$ cat src/rtl/data_upload_if.sv
// Memory read port between data_upload (master) and the SDRAM arbiter (slave).
//   rd_req   master->slave  level request, held until rd_ack
//   rd_addr  master->slave  read address, stable while rd_req=1
//   rd_ack   slave->master  one-cycle pulse, rd_data valid in that cycle
//   rd_data  slave->master  read byte
interface data_upload_if #(
  parameter int ADDR_W = 25
);
  logic              rd_req;
  logic [ADDR_W-1:0] rd_addr;
  logic              rd_ack;
  logic [7:0]        rd_data;

  modport master (output rd_req, output rd_addr, input rd_ack, input rd_data);
  modport slave  (input rd_req, input rd_addr, output rd_ack, output rd_data);
endinterface

$ cat src/rtl/data_upload.sv
// SPI slave (mode 0) streaming emulator memory back to the IO controller.
// SCK/SS/SDI are oversampled on clk; upload commands are decoded and data
// bytes are prefetched from a req/ack memory port, then shifted out MSB first.
// Ports:
//   clk, reset_n            system clock, asynchronous active-low reset
//   sck, ss, sdi            SPI pins from the IO controller (asynchronous)
//   sdo, sdo_en             SPI data out and its drive enable
//   uploading, upload_index upload session flag and index byte from START
//   underrun                sticky: a data slot found no byte ready
//   byte_count              data bytes shifted out since START
//   mem                     memory read port (master side)
module data_upload #(
  parameter int                ADDR_W    = 25,
  parameter logic [ADDR_W-1:0] BASE_ADDR = '0,
  parameter logic [7:0]        CMD_START = 8'h56,
  parameter logic [7:0]        CMD_DATA  = 8'h57,
  parameter logic [7:0]        CMD_END   = 8'h58
) (
  input  logic              clk,
  input  logic              reset_n,
  input  logic              sck,
  input  logic              ss,
  input  logic              sdi,
  output logic              sdo,
  output logic              sdo_en,
  output logic              uploading,
  output logic [7:0]        upload_index,
  output logic              underrun,
  output logic [ADDR_W-1:0] byte_count,
  data_upload_if.master     mem
);

  typedef enum logic [2:0] {IDLE, CMD, INDEX, TURN, DATA, SKIP} state_t;
  state_t state_reg, state_next;

  logic [2:0]        sck_sync_reg, ss_sync_reg;
  logic [1:0]        sdi_sync_reg;
  logic [2:0]        bit_cnt_reg;
  logic [7:0]        rx_reg, tx_reg, pf_data_reg, index_reg;
  logic              slot_pend_reg, uploading_reg, underrun_reg;
  logic              rd_req_reg, stale_reg, pf_valid_reg;
  logic [ADDR_W-1:0] next_addr_reg, req_addr_reg, byte_count_reg;

  logic       sck_rise, sck_fall, ss_rise, ss_fall, live;
  logic [7:0] rx_byte, slot_byte;
  logic       byte_done, restart, load_slot, ack_hit, ack_good, issue_req, stale_set;

  // Bit [1] is the synchronised level, bit [2] its previous value.
  assign sck_rise = sck_sync_reg[1] & ~sck_sync_reg[2];
  assign sck_fall = ~sck_sync_reg[1] & sck_sync_reg[2];
  assign ss_rise  = ss_sync_reg[1] & ~ss_sync_reg[2];
  assign ss_fall  = ~ss_sync_reg[1] & ss_sync_reg[2];
  // A deselect in the same cycle as a bit event wins: the byte is dropped.
  assign live     = (state_reg != IDLE) & ~ss_rise;
  assign rx_byte  = {rx_reg[6:0], sdi_sync_reg[1]};
  assign ack_hit  = mem.rd_ack & rd_req_reg;
  // A read issued before a restart or an underrun belongs to an address
  // that is no longer wanted; its data is dropped when it lands.
  assign ack_good = ack_hit & ~stale_reg;

  always_comb begin
    state_next = state_reg;
    byte_done  = live & sck_rise & (bit_cnt_reg == 3'd7);
    restart    = byte_done & (state_reg == INDEX);
    load_slot  = live & sck_fall & slot_pend_reg & (state_reg == DATA);
    // An ack landing exactly at slot start is forwarded straight out.
    slot_byte  = 8'hFF;
    if (pf_valid_reg)  slot_byte = pf_data_reg;
    else if (ack_good) slot_byte = mem.rd_data;
    issue_req  = ~rd_req_reg & uploading_reg & ~pf_valid_reg & ~load_slot &
                 ((state_reg == TURN) | (state_reg == DATA));
    stale_set  = rd_req_reg & ~ack_hit & (restart | (load_slot & ~pf_valid_reg));

    if (ss_rise) begin
      state_next = IDLE;
    end else if (ss_fall) begin
      state_next = CMD;
    end else if (byte_done) begin
      case (state_reg)
        CMD: begin
          if (rx_byte == CMD_START)                        state_next = INDEX;
          else if ((rx_byte == CMD_DATA) && uploading_reg) state_next = TURN;
          else                                             state_next = SKIP;
        end
        INDEX:   state_next = SKIP;
        TURN:    state_next = DATA;
        DATA:    state_next = DATA;
        SKIP:    state_next = SKIP;
        default: state_next = IDLE;
      endcase
    end
  end

  always_ff @(posedge clk or negedge reset_n) begin
    if (!reset_n) begin
      sck_sync_reg <= 3'b000;
      ss_sync_reg  <= 3'b111;  // idle-deselected so no spurious select edge
      sdi_sync_reg <= 2'b00;
      state_reg    <= IDLE;
    end else begin
      sck_sync_reg <= {sck_sync_reg[1:0], sck};
      ss_sync_reg  <= {ss_sync_reg[1:0], ss};
      sdi_sync_reg <= {sdi_sync_reg[0], sdi};
      state_reg    <= state_next;
    end
  end

  // Shift path. slot_pend marks that the next falling event opens a new
  // byte slot rather than shifting the current one.
  always_ff @(posedge clk or negedge reset_n) begin
    if (!reset_n) begin
      bit_cnt_reg   <= 3'd0;
      rx_reg        <= 8'h00;
      tx_reg        <= 8'hFF;
      slot_pend_reg <= 1'b0;
    end else if (ss_rise) begin
      bit_cnt_reg   <= 3'd0;
      slot_pend_reg <= 1'b0;
      tx_reg        <= 8'hFF;
    end else if (ss_fall) begin
      bit_cnt_reg   <= 3'd0;
      slot_pend_reg <= 1'b0;
      tx_reg        <= 8'h00;
    end else if (live) begin
      if (sck_rise) begin
        rx_reg      <= rx_byte;
        bit_cnt_reg <= bit_cnt_reg + 3'd1;
        if (bit_cnt_reg == 3'd7) slot_pend_reg <= 1'b1;
      end
      if (sck_fall) begin
        if (slot_pend_reg) begin
          slot_pend_reg <= 1'b0;
          tx_reg        <= (state_reg == DATA) ? slot_byte : 8'h00;
        end else begin
          tx_reg <= {tx_reg[6:0], 1'b0};
        end
      end
    end
  end

  // Upload session state; persists across SPI transactions.
  always_ff @(posedge clk or negedge reset_n) begin
    if (!reset_n) begin
      uploading_reg  <= 1'b0;
      index_reg      <= 8'h00;
      underrun_reg   <= 1'b0;
      byte_count_reg <= '0;
      next_addr_reg  <= BASE_ADDR;
    end else begin
      if (byte_done && (state_reg == CMD) && (rx_byte == CMD_END)) uploading_reg <= 1'b0;
      if (restart) begin
        uploading_reg  <= 1'b1;
        index_reg      <= rx_byte;
        underrun_reg   <= 1'b0;
        byte_count_reg <= '0;
        next_addr_reg  <= BASE_ADDR;
      end else if (load_slot) begin
        // The slot is consumed whether or not a byte was ready.
        byte_count_reg <= byte_count_reg + ADDR_W'(1);
        next_addr_reg  <= next_addr_reg + ADDR_W'(1);
        if (!pf_valid_reg && !ack_good) underrun_reg <= 1'b1;
      end
    end
  end

  // Single-entry prefetch buffer and its read request.
  always_ff @(posedge clk or negedge reset_n) begin
    if (!reset_n) begin
      rd_req_reg   <= 1'b0;
      req_addr_reg <= BASE_ADDR;
      stale_reg    <= 1'b0;
      pf_valid_reg <= 1'b0;
      pf_data_reg  <= 8'h00;
    end else begin
      if (ack_hit) begin
        rd_req_reg <= 1'b0;
        stale_reg  <= 1'b0;
      end else if (issue_req) begin
        rd_req_reg   <= 1'b1;
        req_addr_reg <= next_addr_reg;
      end
      if (stale_set) stale_reg <= 1'b1;
      if (restart || load_slot) begin
        pf_valid_reg <= 1'b0;
      end else if (ack_good) begin
        pf_valid_reg <= 1'b1;
        pf_data_reg  <= mem.rd_data;
      end
    end
  end

  assign sdo          = tx_reg[7];
  assign sdo_en       = ~ss_sync_reg[1];
  assign uploading    = uploading_reg;
  assign upload_index = index_reg;
  assign underrun     = underrun_reg;
  assign byte_count   = byte_count_reg;
  assign mem.rd_req   = rd_req_reg;
  // Show the in-flight address while requesting, else the next slot address.
  assign mem.rd_addr  = rd_req_reg ? req_addr_reg : next_addr_reg;

endmodule

$ cat src/flat_wrapper.sv
// flat-port wrapper written by rule: the top's interface ports become plain ports
module data_upload_flat 
#(
  parameter int                ADDR_W    = 25,
  parameter logic [ADDR_W-1:0] BASE_ADDR = '0,
  parameter logic [7:0]        CMD_START = 8'h56,
  parameter logic [7:0]        CMD_DATA  = 8'h57,
  parameter logic [7:0]        CMD_END   = 8'h58
)
  (clk, reset_n, sck, ss, sdi, sdo, sdo_en, uploading, upload_index, underrun, byte_count, mem_rd_req, mem_rd_addr, mem_rd_ack, mem_rd_data);
  data_upload_if #(.ADDR_W(ADDR_W)) mem_i ();
  input  logic clk;
  input  logic reset_n;
  input  logic sck;
  input  logic ss;
  input  logic sdi;
  output logic sdo;
  output logic sdo_en;
  output logic uploading;
  output logic [7:0] upload_index;
  output logic underrun;
  output logic [ADDR_W-1:0] byte_count;
  output wire logic [$bits(mem_i.rd_req)-1:0] mem_rd_req;
  output wire logic [$bits(mem_i.rd_addr)-1:0] mem_rd_addr;
  input wire logic [$bits(mem_i.rd_ack)-1:0] mem_rd_ack;
  input wire logic [$bits(mem_i.rd_data)-1:0] mem_rd_data;
  assign mem_rd_req = mem_i.rd_req;
  assign mem_rd_addr = mem_i.rd_addr;
  assign mem_i.rd_ack = mem_rd_ack;
  assign mem_i.rd_data = mem_rd_data;
  data_upload #(.ADDR_W(ADDR_W), .BASE_ADDR(BASE_ADDR), .CMD_START(CMD_START), .CMD_DATA(CMD_DATA), .CMD_END(CMD_END)) u_core (.clk(clk), .reset_n(reset_n), .sck(sck), .ss(ss), .sdi(sdi), .sdo(sdo), .sdo_en(sdo_en), .uploading(uploading), .upload_index(upload_index), .underrun(underrun), .byte_count(byte_count), .mem(mem_i));
endmodule
$ cat config.mk
export PLATFORM = sky130hd
export DESIGN_NAME = data_upload_flat
export DESIGN_NICKNAME = d
export VERILOG_FILES = /design/src/rtl/data_upload_if.sv /design/src/rtl/data_upload.sv /design/src/flat_wrapper.sv
export SDC_FILE = /design/constraint.sdc
export NUM_CORES = 1
export LEC_CHECK = 0
export CORE_ASPECT_RATIO = 1.2
export CORE_MARGIN = 10
export CORE_UTILIZATION = 56
export DETAILED_ROUTE_END_ITERATION = 10
export HOLD_SLACK_MARGIN = 0.06
export PLACE_DENSITY = 0.89
export SLEW_MARGIN = 20
export SYNTH_ARGS = -nofsm -noshare
export SYNTH_HDL_FRONTEND = slang
export SYNTH_SLANG_ARGS = --single-unit
$ cat constraint.sdc
create_clock -name clk -period 2.7 [get_ports clk]
set_input_delay 0.27 -clock clk [delete_from_list [all_inputs] [get_ports clk]]
set_output_delay 0.27 -clock clk [all_outputs]
set_load 0.02 [all_outputs]
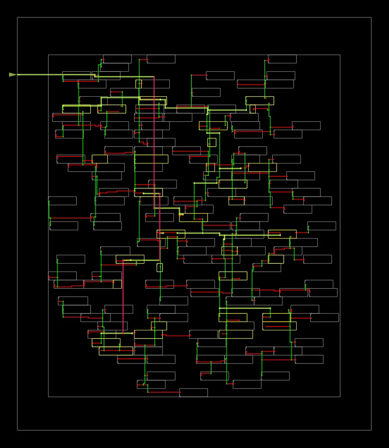
Fig. 1. Clock nets (run 1).
FF+latch count: 126
count of clock buffers in the final design: 22
clock buffer count from CTS: 17

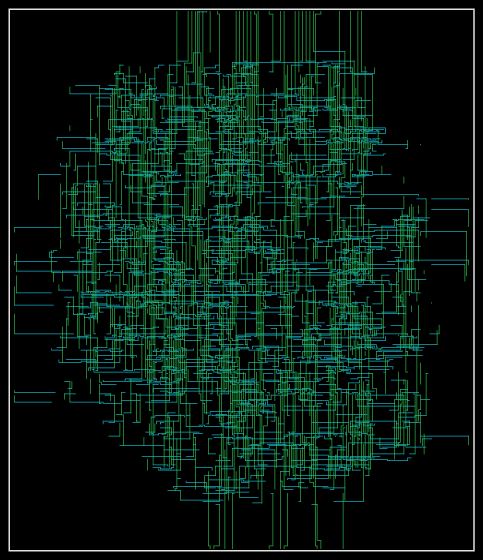
Fig. 2. Routed metal, one colour a layer (run 1).
Two of the layers only.
Green marks met2, wire length 8230 um. Cyan marks met1, wire length 5900 um.
Tot GR Track Use: 0.200
wire length after detailed routing: 15.1 mm

==> notes.md, run 1 <==
Implementation results.

The flow ran to the end, and the final reports show no timing, DRC or antenna violations. The data arrival at the endpoint of the critical path is 2920 ps. Per the OpenROAD floorplan log, the width of the die is between 100 and 150 um. The synthesis report lists the most area-consuming cells as dfrtp_1, mux2_2, dfstp_2. The total of max-cap violations is 0. The cell area after placement is 7070 um^2. The count of library flops with an enable pin is 0. Looking at the reg2reg group, the worst path starts from u_core.state_reg[1].

The number of nets in the synthesized netlist is about 600. The critical path data required time is 3030 ps. The largest total area in the synthesized netlist belongs to dfrtp_1. For reference, the top cells by count after synthesis are dfrtp_1, mux2_2, nand2_1, a21oi_1, nor2_1. The number of antenna violations at the first check in global routing is 0.

The highest fanout seen on the critical path is 29. TritonCTS built the clock tree. STA classifies the critical path endpoint as a register. The clock reaches the later pin of the worst-skew pair after 420 ps.

The worst-margin pin slew is 593 ps. The synth_stat.txt file lists the number of cells as 579. The clock transition at the registers of the reported paths is around 60 ps.

The count of antenna-violating nets left after detailed routing is 0. The number of setup buffers added after CTS is 0. The cell area after layout is 7750 um^2. The fraction of power consumed by sequential logic is 0.432. Global routing finished with a remaining overflow of 0. STA lists the startpoint of the worst hold path as ss. Per the final layout report, the fraction of cells sized above drive strength 1 comes to 0.195. Listed in order, past its start point the critical path passes or3b_1 -> or4_4 -> or4_1 -> a21oi_1. In the finished design, the share of the clock period the worst path needs comes to 0.958. The slowest library cell on the worst path is or4_4. The most used standard cell by instance count after synthesis is dfrtp_1. The async set-or-reset flop fraction in the synthesized netlist is 1.00. The core region area is 10600 um^2. The path type of the worst setup path is register to register.

The power report attributes to the combinational group a share of 0.055. After legalization and detailed placement, the total HPWL measured 10.1 mm. The placed cell count is 768.

The max-slew check reports its worst relative slack as 0.604. The number of hold-slack violations in the final timing report is 0. Setup repair after global routing left no endpoint under its margin.

The slack of the worst reg-to-reg path is between 100 and 150 ps. Between the synthesized netlist and the finished layout, the area growth was recorded as 26.3%. The number of global-route vias before repair is 4994.

Registers take around 3200 um^2. The clock share of power is 0.513. The filler cells instantiated in the layout total 685. In this run the cell area of the synthesized design comes to approximately 6100 um^2. The area of combinational cells with multiple inputs is 2780 um^2. The H-tree was split into 4 levels. The clock net sink count is 126. Per the post-synthesis report, the number of cells in the design is 579. The net switching power in the latest report is 1030 uW. The synthesized netlist contains 47 unique library cells.

The end-of-flow core utilization is 0.729. The count of TritonRoute iterations in the first routing pass is 5. The combined buffer and inverter count along the critical path is 0. The max-slew violation count is 0.

The cell type group with the largest total delay on the critical path is simple AND/OR/NAND/NOR gates. The count of routing violations after the opening detailed-route iteration is 254. The placer congestion estimate is 0.831. Yosys printed 0 warnings. The total number of vias is 4985. The power report puts the leakage power at 0.00331 uW. The dominant register cell in the synthesized netlist is dfrtp_1.

On the worst path, the slowest cell contributes a delay of approximately 750 ps. For this run, the register share of the synthesized area comes to 0.517. In this run the tools logged warnings totalling 27. The peak ir drop on the vdd network is 733 uV.

Yosys reports a chip area of around 6100 um^2. The clock passes through at most 2 buffers.
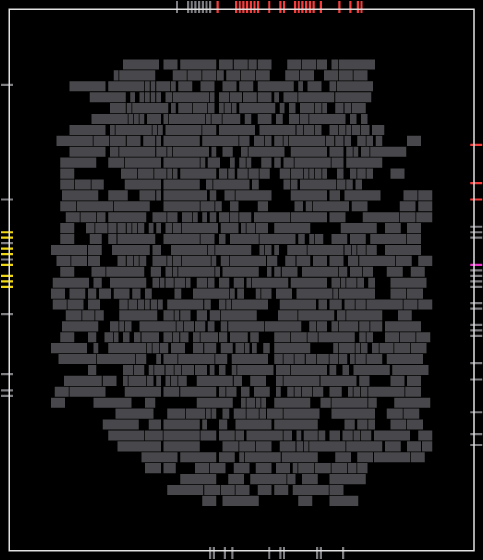
Fig. 3. I/O pins on the die edge (run 1).
Pins as bars across the die edge, other pins in grey.
Magenta marks mem_rd_ack, pins 1, direction input, edge right. Yellow marks mem_rd_data, pins 8, direction input, edge left. Red marks byte_count, pins 25, direction output, edge 22 top, 3 right.

run 1: layout by cell type (no fill, tap or decap), drive strengths merged, types with 3 or more instances in the layout:
master         Yosys  final
a21oi             41     41
a31oi             11     11
and2               4      4
and3               3      3
and4               6      6
buf                9     18
bufinv             0      4
clkbuf            24     22
clkdlybuf4s50      0     75
clkinv             0      3
clkinvlp           0      3
dfrtp            115    115
dfstp             11     11
ha                 6      6
inv               14     14
mux2              63     63
mux2i              8      8
nand2             58     58
nand2b            12     12
nand3             23     23
nand3b             4      4
nand4             13     13
nor2              25     25
nor3               9      9
nor3b              3      3
nor4               8      8
nor4bb             3      3
o21a               4      4
o21ai             20     20
o311ai             7      7
o31ai             17     17
or3               15     15
or4               19     19
xnor2              5      5
xor2               5      5
run 1: stage by stage:
step / hold WS, ps / setup slack, ps / power [uW]
after global routing: 271 / 12.0 / 5000
after detailed placement: 251 / 128 / 2380
after floorplan: -25.6 / 196 / 2250
after global placement: 248 / 218 / 2360
after CTS: 256 / 80.0 / 4850
final: 266 / 115 / 4830
run 1: worst max-delay path by stage:
stage	cells past startpoint	to	startpoint
detailed placement	8	u_core.pf_data_reg[2]	u_core.ss_sync_reg[2]
global route	4	u_core.next_addr_reg[14]	u_core.state_reg[1]
finish	4	u_core.next_addr_reg[21]	u_core.state_reg[1]
floorplan	8	u_core.req_addr_reg[10]	u_core.ss_sync_reg[2]
CTS	8	u_core.pf_data_reg[7]	u_core.ss_sync_reg[2]
global placement	8	u_core.pf_data_reg[4]	u_core.ss_sync_reg[2]
run 1: metal layers:
layer,up-vias,track usage,wire length (um)
met2,181,0.353,8230
met4,0,0.0642,168
li1,2295,-,-
met1,2491,0.231,5900
met3,18,0.0488,827
met5,-,0,0
run 1: worst reg2reg max path: cells and delay by family, from the launching register on:
family | cells | cell delay [ps]
and+or+nand+nor | 3 | 1860
AOI/OAI and AO/OA | 1 | 170
DFF | 1 | 470
run 1: power groups by stage:
stage,logic [uW],registers (uW),clock network [uW]
6_report,265,2090,2480
5_1_grt,299,2100,2600
4_1_cts,269,2090,2490
3_5_place_dp,266,2120,0
3_3_place_gp,248,2110,0
2_1_floorplan,157,2090,0
run 1: cells by family (layout without fill, tap and decap cells):
group | Yosys count | in the layout | share of synthesized area
AND/OR/NAND/NOR | 211 | 211 | 0.189
multiplexers | 71 | 71 | 0.129
XOR/XNOR | 10 | 10 | 0.0143
adder cells (fa/ha/maj) | 6 | 6 | 0.0122
AND-OR/OR-AND | 108 | 108 | 0.108
flip-flops | 126 | 126 | 0.517
buffers and inverters | 47 | 140 | 0.0318
run 1: area by class of cell:
cell class | instances | area share
Clock inverter | 10 | 0.0204
Multi-Input combinational cell | 406 | 0.359
Clock buffer | 22 | 0.0638
Tap cell | 129 | 0.0208
Sequential cell | 126 | 0.409
Inverter | 14 | 0.00678
Timing Repair Buffer | 94 | 0.120
run 1: timing repair:
| action | in CTS | in global routing |
|---|---|---|
| setup endpoints to repair | 0 | 9 |
| gates resized | 0 | 2 |
| endpoints found under the hold margin | 32 | 0 |
| hold buffers | 1 | 0 |
Fig. 4: run 1, sequential cells coloured by netlist name
Bar = 20 um. Other sequential cells in the stronger grey, the rest of the logic in the fainter grey.
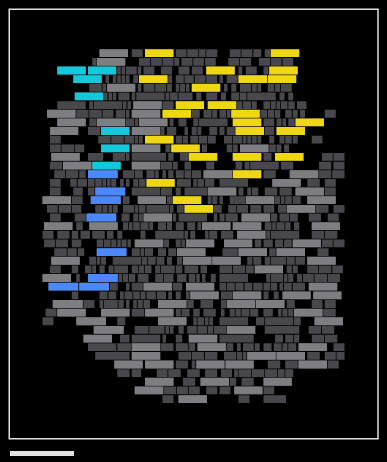

==> run 1 -> run 2 <==
--- a/config.mk
+++ b/config.mk
@@ -5,6 +5,7 @@
 export SDC_FILE = /design/constraint.sdc
 export NUM_CORES = 1
 export LEC_CHECK = 0
+export CAP_MARGIN = 20
 export CORE_ASPECT_RATIO = 1.2
 export CORE_MARGIN = 10
 export CORE_UTILIZATION = 56
==> constraint.sdc (replaced) <==
create_clock -name clk -period 2.97 [get_ports clk]
set_input_delay 0.297 -clock clk [delete_from_list [all_inputs] [get_ports clk]]
set_output_delay 0.297 -clock clk [all_outputs]
set_load 0.02 [all_outputs]
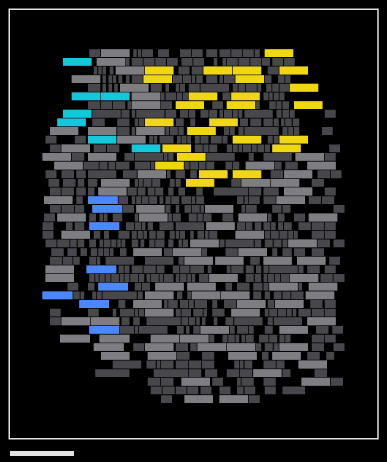
Fig. 5. Sequential cells coloured by netlist name (run 2).
Bar = 20 um. Other sequential cells in the stronger grey, the rest of the logic in the fainter grey.
Yellow marks u_core.byte_count, sequential cells 25. Blue marks u_core.tx_reg, sequential cells 8. Cyan marks u_core.rx_reg, sequential cells 7, where upper left.
Another 86 sequential cells are not coloured.
area taken by flip-flops and latches: 3170 um^2
sequential-cell power consumption: 1900 uW
Final Core Density: 0.727
flop share of the area: 0.410

==> run 2 against run 1 <==
Compared with the run above:
- first-iteration DRC count is 2.8% higher
- synthesized cell count stayed put
- clock power is 5% lower
- non-clock buffer count is 3 lower
- setup slack better by 250 ps
- sequential power is 9% lower
- design area is 0.39% lower
==> notes.md, run 2 <==
Implementation results.

The count of library flops with an enable pin is 0. The pre-placement core utilization is 0.577. The sum of overflow across all layers after global routing is 0. The combined buffer and inverter count along the critical path is 0. The layout summary lists the proportion of cells stronger than drive strength 1 as 0.187.

Of the total power, the clock network draws 0.524. In the final report, the number of hold violations comes to 0. At the placement stage, the worst setup path has a slack of 401 ps. After floorplanning, the die was sized to cover about 16000 um^2.

The fraction of power consumed by sequential logic is 0.423. The count of pins on the block boundary is between 70 and 80. At the later pin of the worst-skew pair, clock insertion delay measures 410 ps. The stat command in Yosys gives a chip area of 6130 um^2. The analysis reports a worst IR drop on VDD of 434 uV.

The net switching power is 918 uW. The maximum buffer depth of the clock tree is 2. The final worst hold slack is just over 300 ps.

In the placement report, post-DP HPWL is listed as 9.97 mm. The average routed wire per standard cell is roughly 18 um. The OpenROAD report gives the critical path a required time of 3290 ps.

The total number of placement rows is 41. For this run, the register share of the synthesized area comes to 0.517. The nature of the critical path startpoint is a register.

Counting buffers and inverters, the worst setup path is 4 cells deep. The leakage power in the latest report is around 0.0033 uW. The cell count after synthesis came out at 579. According to the report, the first pass of detailed routing completed in 6 iterations. The clock tree from TritonCTS is yes.

The most area-hungry cell type in the Yosys netlist is dfrtp_1. Per STA, the highest per-stage delay on the worst path measures 740 ps. In the synthesized netlist the async set-or-reset flop fraction comes to 1.00. The number of synthesis warnings is 0. The endpoint kind of the worst setup timing path is a register. The most used standard cell by instance count after synthesis is dfrtp_1.

The path class of the tightest hold or removal check is primary input to register. The most common logic cell in the routed design is dfrtp_1. The path type of the worst setup path is register to register. In the CTS report, the clock slew at the register clock pins of the worst setup and hold paths is listed as 50 ps.

After layout, the worst setup slack is 369 ps. The flow ran to the end, and the final reports show no timing, DRC or antenna violations. The kind of cell with the highest combined delay along the critical path is simple AND/OR/NAND/NOR gates. Per the TritonCTS log, the buffer count is 17. The final route contains around 4900 vias. The per-cell via count in the routed design is 6.17. The final worst-path cycle share is 0.876. The number of global-route vias before repair was 5034. Clock tree synthesis selected as its root buffer the cell clkbuf_16. The global-route usage over all layers is 0.190. The count of antenna-violating nets left after detailed routing is 0.

The slowest library cell on the worst path is or4_4. The total detailed-routing wirelength is about 15 mm. The net count after synthesis is 599. The switching part of the total power is 0.204. The antenna diode instance count is 0. For reference, the top cells by area after synthesis are dfrtp_1, mux2_2, dfstp_2. The core region area is 10600 um^2. The worst path in the final design needs a cycle of 2600 ps, including I/O delays and setup. The number of clock sinks came to 126. The stage-log warning count is 27.

In the final timing run, aggregate negative setup slack is 0 ps. The congestion estimate from routability-driven global placement came to 0.882. The report gives the cell count of the worst hold path as 1.

The total of max-cap violations is 0. Internal power comes to 3580 uW. In the synthesized netlist, the cells that appear most often are dfrtp_1, mux2_2, nand2_1, a21oi_1, nor2_1.

Per the Yosys statistics, synthesis produced 579 cells. Counting flops and latches in the post-synthesis netlist gives 126. The report lists the number of cells resized after CTS as 0. In the layout the commonest cells are dfrtp_1, clkdlybuf4s50_1, mux2_2. Per the post-synthesis stats, the area per cell is about 11 um^2.

The pin closest to its max-slew limit shows a slew of 839 ps. The report lists the cells along the critical path as or3b_1 -> or4_4 -> or4_1 -> a21oi_1. The cell area power density is 583 nW/um^2.

Looking at the cell usage after synthesis, the top flip-flop cell is dfrtp_1. The first global-routing pass estimated 23.9 mm of wire. Fill cells in the final layout number between 700 and 800. The remaining max-slew budget at the tightest pin is 0.439. The number of different library cells used by synthesis comes to 47. Setup repair after global routing left no endpoint under its margin. The number of antenna violations at the first check in global routing is 0. Entering global routing, the biggest net connects 59 pins.

Looking at the clock tree report, the H-tree level count equals 4. For the final database, setup skew stands at approximately 5 ps. The logic gate share of total power is 0.053. In this run the cell area measured after placement is 7030 um^2. The share of synthesized area in the top cell type comes to 0.469. For this run, the post-layout net count is 676.

The cell area after layout is 7720 um^2. Relative to the synthesized area, the layout overhead comes to 25.9%. The final max-slew violation count recorded for this run is 0. The highest fanout seen on the critical path is 29. The data arrival at the endpoint of the critical path is approximately 3000 ps. Overall power consumption after layout is estimated at 4500 uW. The post-route DRC violation count is 0. The count of routing violations after the opening detailed-route iteration is 261. The final tally of setup violations is 0. The cell area after technology mapping is 6130 um^2.

Per the timing report, the achievable frequency comes out to 384 MHz. Counting cells, the worst reg-to-reg path comes to 4.
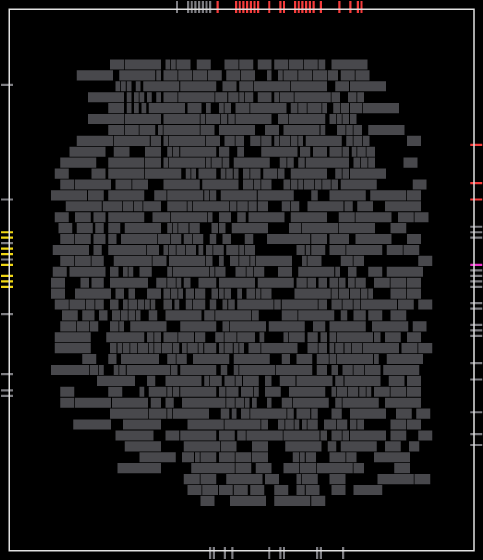
Fig. 6. I/O pins on the die edge (run 2).
Pins as bars across the die edge, other pins in grey.
Magenta marks mem_rd_ack, pins 1, direction input, edge right. Yellow marks mem_rd_data, pins 8, direction input, edge left. Red marks byte_count, pins 25, direction output, edge 22 top, 3 right.
All pins by edge: 30 top, 21 right, 16 left, 10 bottom.
die x size: 116 um
# port buffers: 76
y dimension of the die: 135 um

-- run 2: cell counts after synthesis --
Identical to the previous run, type by type.
-- run 2: final cells by class --
type	instances	area, um^2	share of cell area
repair buffers	91	886	0.115
clock inverters	11	210	0.0272
well taps	129	161	0.0209
flip-flops and latches	126	3170	0.410
inverters	14	52.6	0.00681
multi-input cells	406	2770	0.359
clock buffers	21	470	0.0610
-- run 2: what timing repair did --
item | 4_1_cts | 5_1_grt
setup buffers | 0 | 0
hold buffers | 1 | 0
endpoints found under the setup margin | 0 | 0
hold endpoints to repair | 28 | 0
-- run 2: power groups by stage --
stage               Combinational (uW)  Sequential [uW]  Clock [uW]
finish                             237             1900        2360
global route                       265             1910        2460
CTS                                242             1900        2380
detailed placement                 235             1930           0
global placement                   223             1920           0
floorplan                          143             1900           0
-- run 2: kinds of logic (layout without fill, tap and decap cells) --
group / count (synthesis) / count (layout) / share of synthesized area
and+or+nand+nor: 211 / 211 / 0.189
DFF: 126 / 126 / 0.517
AOI/OAI and AO/OA: 108 / 108 / 0.108
muxes: 71 / 71 / 0.129
buffers and inverters: 47 / 137 / 0.0318
xor gates and xnor gates: 10 / 10 / 0.0143
adders and majority gates: 6 / 6 / 0.0122
-- run 2: layer usage --
metal,routed length [um],track usage
met5,0,0
met4,296,0.0776
met3,754,0.0527
met2,7970,0.345
met1,5590,0.200
-- run 2: worst paths after layout --
check | from | to | slack [ps]
setup / recovery | u_core.state_reg[2] | u_core.next_addr_reg[14] | 370
hold / removal | ss | u_core.ss_sync_reg[0] | 300
setup reg to reg | u_core.state_reg[2] | u_core.next_addr_reg[14] | 370
hold reg to reg | u_core.sck_sync_reg[0] | u_core.sck_sync_reg[1] | 350
max in group asynchronous | reset_n | u_core.tx_reg[3] | 1750
min in group asynchronous | reset_n | u_core.req_addr_reg[12] | 370
-- run 2: worst reg2reg max path, stage by stage, from the launching register on --
cell	delay, ps
dfrtp_1	500
or3b_1	530
or4_4	740
or4_1	560
a21oi_1	180
-- run 2: stage by stage --
step	utilization	instances
final	0.727	798
after global routing	0.727	798
after CTS	0.727	798
after detailed placement	0.662	765
after global placement	0.662	765
after floorplan	-	579
==> run 2 -> run 3 <==
--- a/config.mk
+++ b/config.mk
@@ -5,11 +5,13 @@
 export SDC_FILE = /design/constraint.sdc
 export NUM_CORES = 1
 export LEC_CHECK = 0
+export ABC_CLOCK_PERIOD_IN_PS = 2970
 export CAP_MARGIN = 20
 export CORE_ASPECT_RATIO = 1.2
 export CORE_MARGIN = 10
 export CORE_UTILIZATION = 56
 export DETAILED_ROUTE_END_ITERATION = 10
+export GPL_ROUTABILITY_DRIVEN = 0
 export HOLD_SLACK_MARGIN = 0.06
 export PLACE_DENSITY = 0.89
 export SLEW_MARGIN = 20
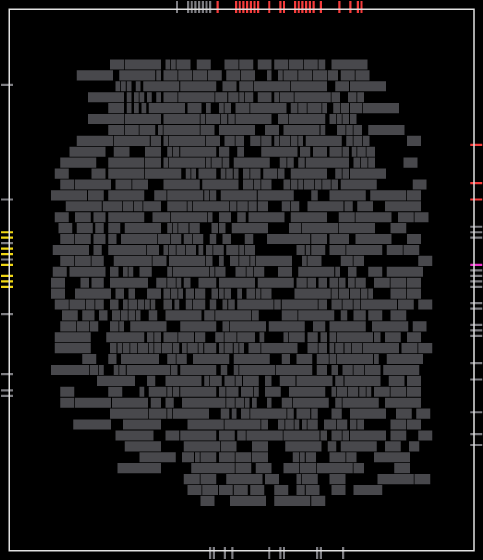
Fig. 7. I/O pins on the die edge (run 3).
Pins as bars across the die edge, other pins in grey.
Yellow marks mem_rd_data, pins 8, direction input, edge left. Magenta marks mem_rd_ack, pins 1, direction input, edge right. Red marks byte_count, pins 25, direction output, edge 22 top, 3 right.
All pins by edge: 30 top, 21 right, 16 left, 10 bottom.

==> run 3 against run 2 <==
Compared with the run above:
- clock power is essentially flat
- synthesized area is the same
- setup slack is the same
- wire length is the same
- critical endpoint unchanged
==> notes.md, run 3 <==
Implementation results.

Yosys reports that the most numerous cell types are dfrtp_1, mux2_2, nand2_1, a21oi_1, nor2_1. Counting the buffers created by CTS gives 17. In this run the number of cells on the critical path is 4. After synthesis the cells add up to 6130 um^2.

The vertical die dimension reported for this design is 135 um. Per the layout area report, the combinational gate area comes to 2770 um^2. The worst hold path belongs to the class primary input to register. The worst reg2reg path depth is 4.

The highest fanout seen on the critical path is 29. The number of inserted filler cells in the final layout is just over 700. The final worst-path cycle share is 0.876. The startpoint of the most critical setup path is u_core.state_reg[2]. The most common logic cell in the routed design is dfrtp_1. In this run the remaining antenna-violating nets after routing total 0. The Yosys chip area is roughly 6100 um^2. Clock tree synthesis found a total of between 100 and 150 sinks. The pre-antenna-repair detailed-routing pass consisted of 6 iterations. At the end of the flow the core is filled with cells to 0.727. By instance count after routing, the leading logic cell types are dfrtp_1, clkdlybuf4s50_1, mux2_2. The data required time reported for the critical path is about 3300 ps. The source of the worst register-to-register timing path is u_core.state_reg[2]. In the post-synthesis netlist, the biggest area contributors are dfrtp_1, mux2_2, dfstp_2. The pin closest to its max-slew limit shows a slew of between 800 and 900 ps. The critical path is of the register to register type.

The cell area after layout is 7720 um^2. For the worst reg-to-reg path, the endpoint reported by OpenROAD is u_core.next_addr_reg[14]. The cell type group with the largest total delay on the critical path is simple AND/OR/NAND/NOR gates.

Of all flip-flops after synthesis, the portion carrying an async set or reset was 1.00. In the synthesized netlist the dominant register cell turns out to be dfrtp_1. The static leakage power is approximately 0.0033 uW.

Looking at the VDD voltage map, the peak drop is 434 uV. The slack of the worst reg-to-reg path is 370 ps. Per the final timing report, the hold violations number 0. The average routed wire per standard cell is 18.3 um. TritonCTS built the clock tree. The net total in the final layout is just under 700. The worst stage delay on the critical path is 740 ps. Entering global routing, the biggest net connects around 60 pins. The setup TNS after final layout is 0 ps. The number of buffers inserted by port buffering is 76. The number of global-route vias before repair is approximately 5000.

Per the final layout report, the fraction of cells sized above drive strength 1 comes to 0.187. The clock tree skew after final layout is 5.14 ps. Based on the critical path, the design can be clocked at up to just under 400 MHz.

The first global-routing pass estimated 23.9 mm of wire. Of the post-synthesis cell area, the dominant cell type holds 0.469. The clock latency reported for the late side of the worst-skew pair is 410 ps. Counting both buffers and inverters, the worst setup path holds a total of 0. Summed over all layers, the global routing overflow is 0.

Setup repair after global routing left no endpoint under its margin. The total die size is ~16000 um^2. The repair_antennas step left the layout with diodes totalling 0. The report lists the cells along the critical path as or3b_1 -> or4_4 -> or4_1 -> a21oi_1.

The count of instances resized after the clock tree is built is 0. The number of setup buffers added after CTS is 0. dfrtp_1 is the most common cell in the netlist. The flow ran to the end, and the final reports show no timing, DRC or antenna violations. The CTS H-tree depth is 4. The clock root buffer master is clkbuf_16.

The longest clock path from root to sink contains 2 buffers. The total number of vias is 4922. Compared with the post-synthesis result, the final layout area differs by 25.9%.

The cell area power density is ~600 nW/um^2. The number of cells in the finished layout apart from fillers is 798. The per-cell via count in the routed design is around 6. The max-slew violation count is 0. about 77 I/O pins were placed. The post-CTS hold buffer count recorded in the log is 1. The DRC violation total left in the routed layout is recorded as 0. The final tally of setup violations is 0. The detailed placer reported the number of placed instances as 765.

The HPWL after detailed placement is about 10 mm. The endpoint kind of the worst setup timing path is a register. The flip-flop and latch area is 3170 um^2. The count of library flops with an enable pin is 0.

The total of max-cap violations is 0. Per the detailed-route log, wirelength across all metal layers totals 14.6 mm. The worst setup path is launched from a register.

The number of synthesized register bits is between 100 and 150. The clock transition at the registers of the reported paths is 50 ps. The cell area after placement is 7030 um^2.

The stage-log warning count is 27. The data arrival at the endpoint of the critical path is 2930 ps. The smallest clock period supported by the final layout is computed as 2600 ps. The distinct cell type count of the synthesized netlist is 47.

The slowest library cell on the worst path is or4_4. The remaining max-slew budget at the tightest pin is 0.439. The register area share after synthesis is 0.517.

The number of antenna violations at the first check in global routing was 0. The total number of placement rows is 41. The synthesis log from Yosys contains 0 warnings. A synthesized cell averages around 11 um^2. The count of routing violations after the opening detailed-route iteration is 261. Along the worst hold path, the cell count comes to 1.

At floorplan, the net count of the design was reported as roughly 600. According to the floorplan report, the placeable core area is 10600 um^2. According to the timing report, the critical path is captured at u_core.next_addr_reg[14]. The die width is 116 um. For this run, the total global-route usage over all layers was measured as 0.190.

The number of cell instances after yosys synthesis is 579.
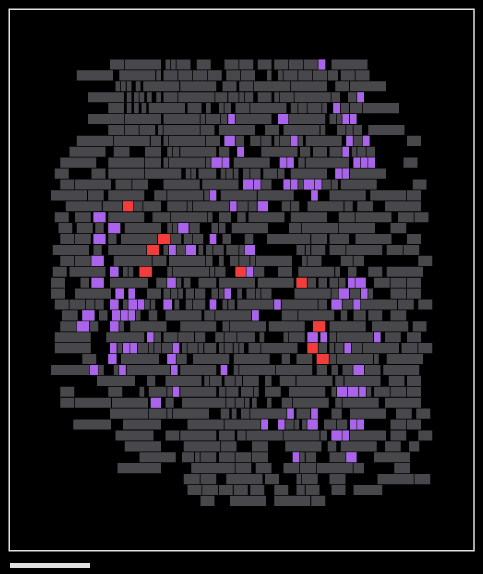
Fig. 8. Selected gate families (run 3).
Bar = 20 um.
Red marks AND-OR and OR-AND gates, cells 9, where centre. Purple marks inverting AOI/OAI gates, cells 99.

[run 3: cell counts in the layout (fill, tap and decap cells not counted)]
No cell type changed its count.
[run 3: per-layer routing]
metal  vias to the layer above  GRT usage  share of wire
li1                       2293          -              -
met4                         0     0.0776          0.020
met3                        26     0.0527          0.052
met2                       160      0.345           0.55
met1                      2443      0.200           0.38
met5                         -          0              0
[run 3: cell type report]
| cell class | count | area share |
|---|---|---|
| Sequential cell | 126 | 0.410 |
| Multi-Input combinational cell | 406 | 0.359 |
| Timing Repair Buffer | 91 | 0.115 |
| Clock buffer | 21 | 0.0610 |
| Clock inverter | 11 | 0.0272 |
| Tap cell | 129 | 0.0209 |
| Inverter | 14 | 0.00681 |
[run 3: worst min path at each step]
stage / from / to / slack [ps]
after detailed placement: reset_n / u_core.req_addr_reg[12] / 250
after global placement: reset_n / u_core.req_addr_reg[12] / 240
after floorplan: reset_n / u_core.bit_cnt_reg[0] / 1
after global routing: ss / u_core.ss_sync_reg[0] / 290
final: ss / u_core.ss_sync_reg[0] / 300
after CTS: ss / u_core.ss_sync_reg[0] / 290
[run 3: per-stage QoR]
step           setup WS [ps]  hold WS, ps  total power [uW]
4_1_cts                  374          295              4520
6_report                 369          302              4500
2_1_floorplan            466         1.41              2050
3_5_place_dp             401          247              2160
3_3_place_gp             527          244              2140
5_1_grt                  228          285              4640
[run 3: logic make-up (layout without fill, tap and decap cells)]
logic type / after synthesis / after routing / synth area share
adders and majority gates: 6 / 6 / 0.0122
and+or+nand+nor: 211 / 211 / 0.189
buffers and inverters: 47 / 137 / 0.0318
DFF: 126 / 126 / 0.517
xor gates and xnor gates: 10 / 10 / 0.0143
AOI/OAI and AO/OA: 108 / 108 / 0.108
muxes: 71 / 71 / 0.129
[run 3: worst reg2reg max path, cell delays in order (launching register included)]
cell	delay [ps]
dfrtp_1	500
or3b_1	530
or4_4	740
or4_1	560
a21oi_1	180
[run 3: where the power goes]
group	internal (uW)	switching, uW
Sequential	1830	77.4
Clock	1640	723
Combinational	119	118
Total	3580	918
No activity file was given, so power comes from the tool's default toggle rates.
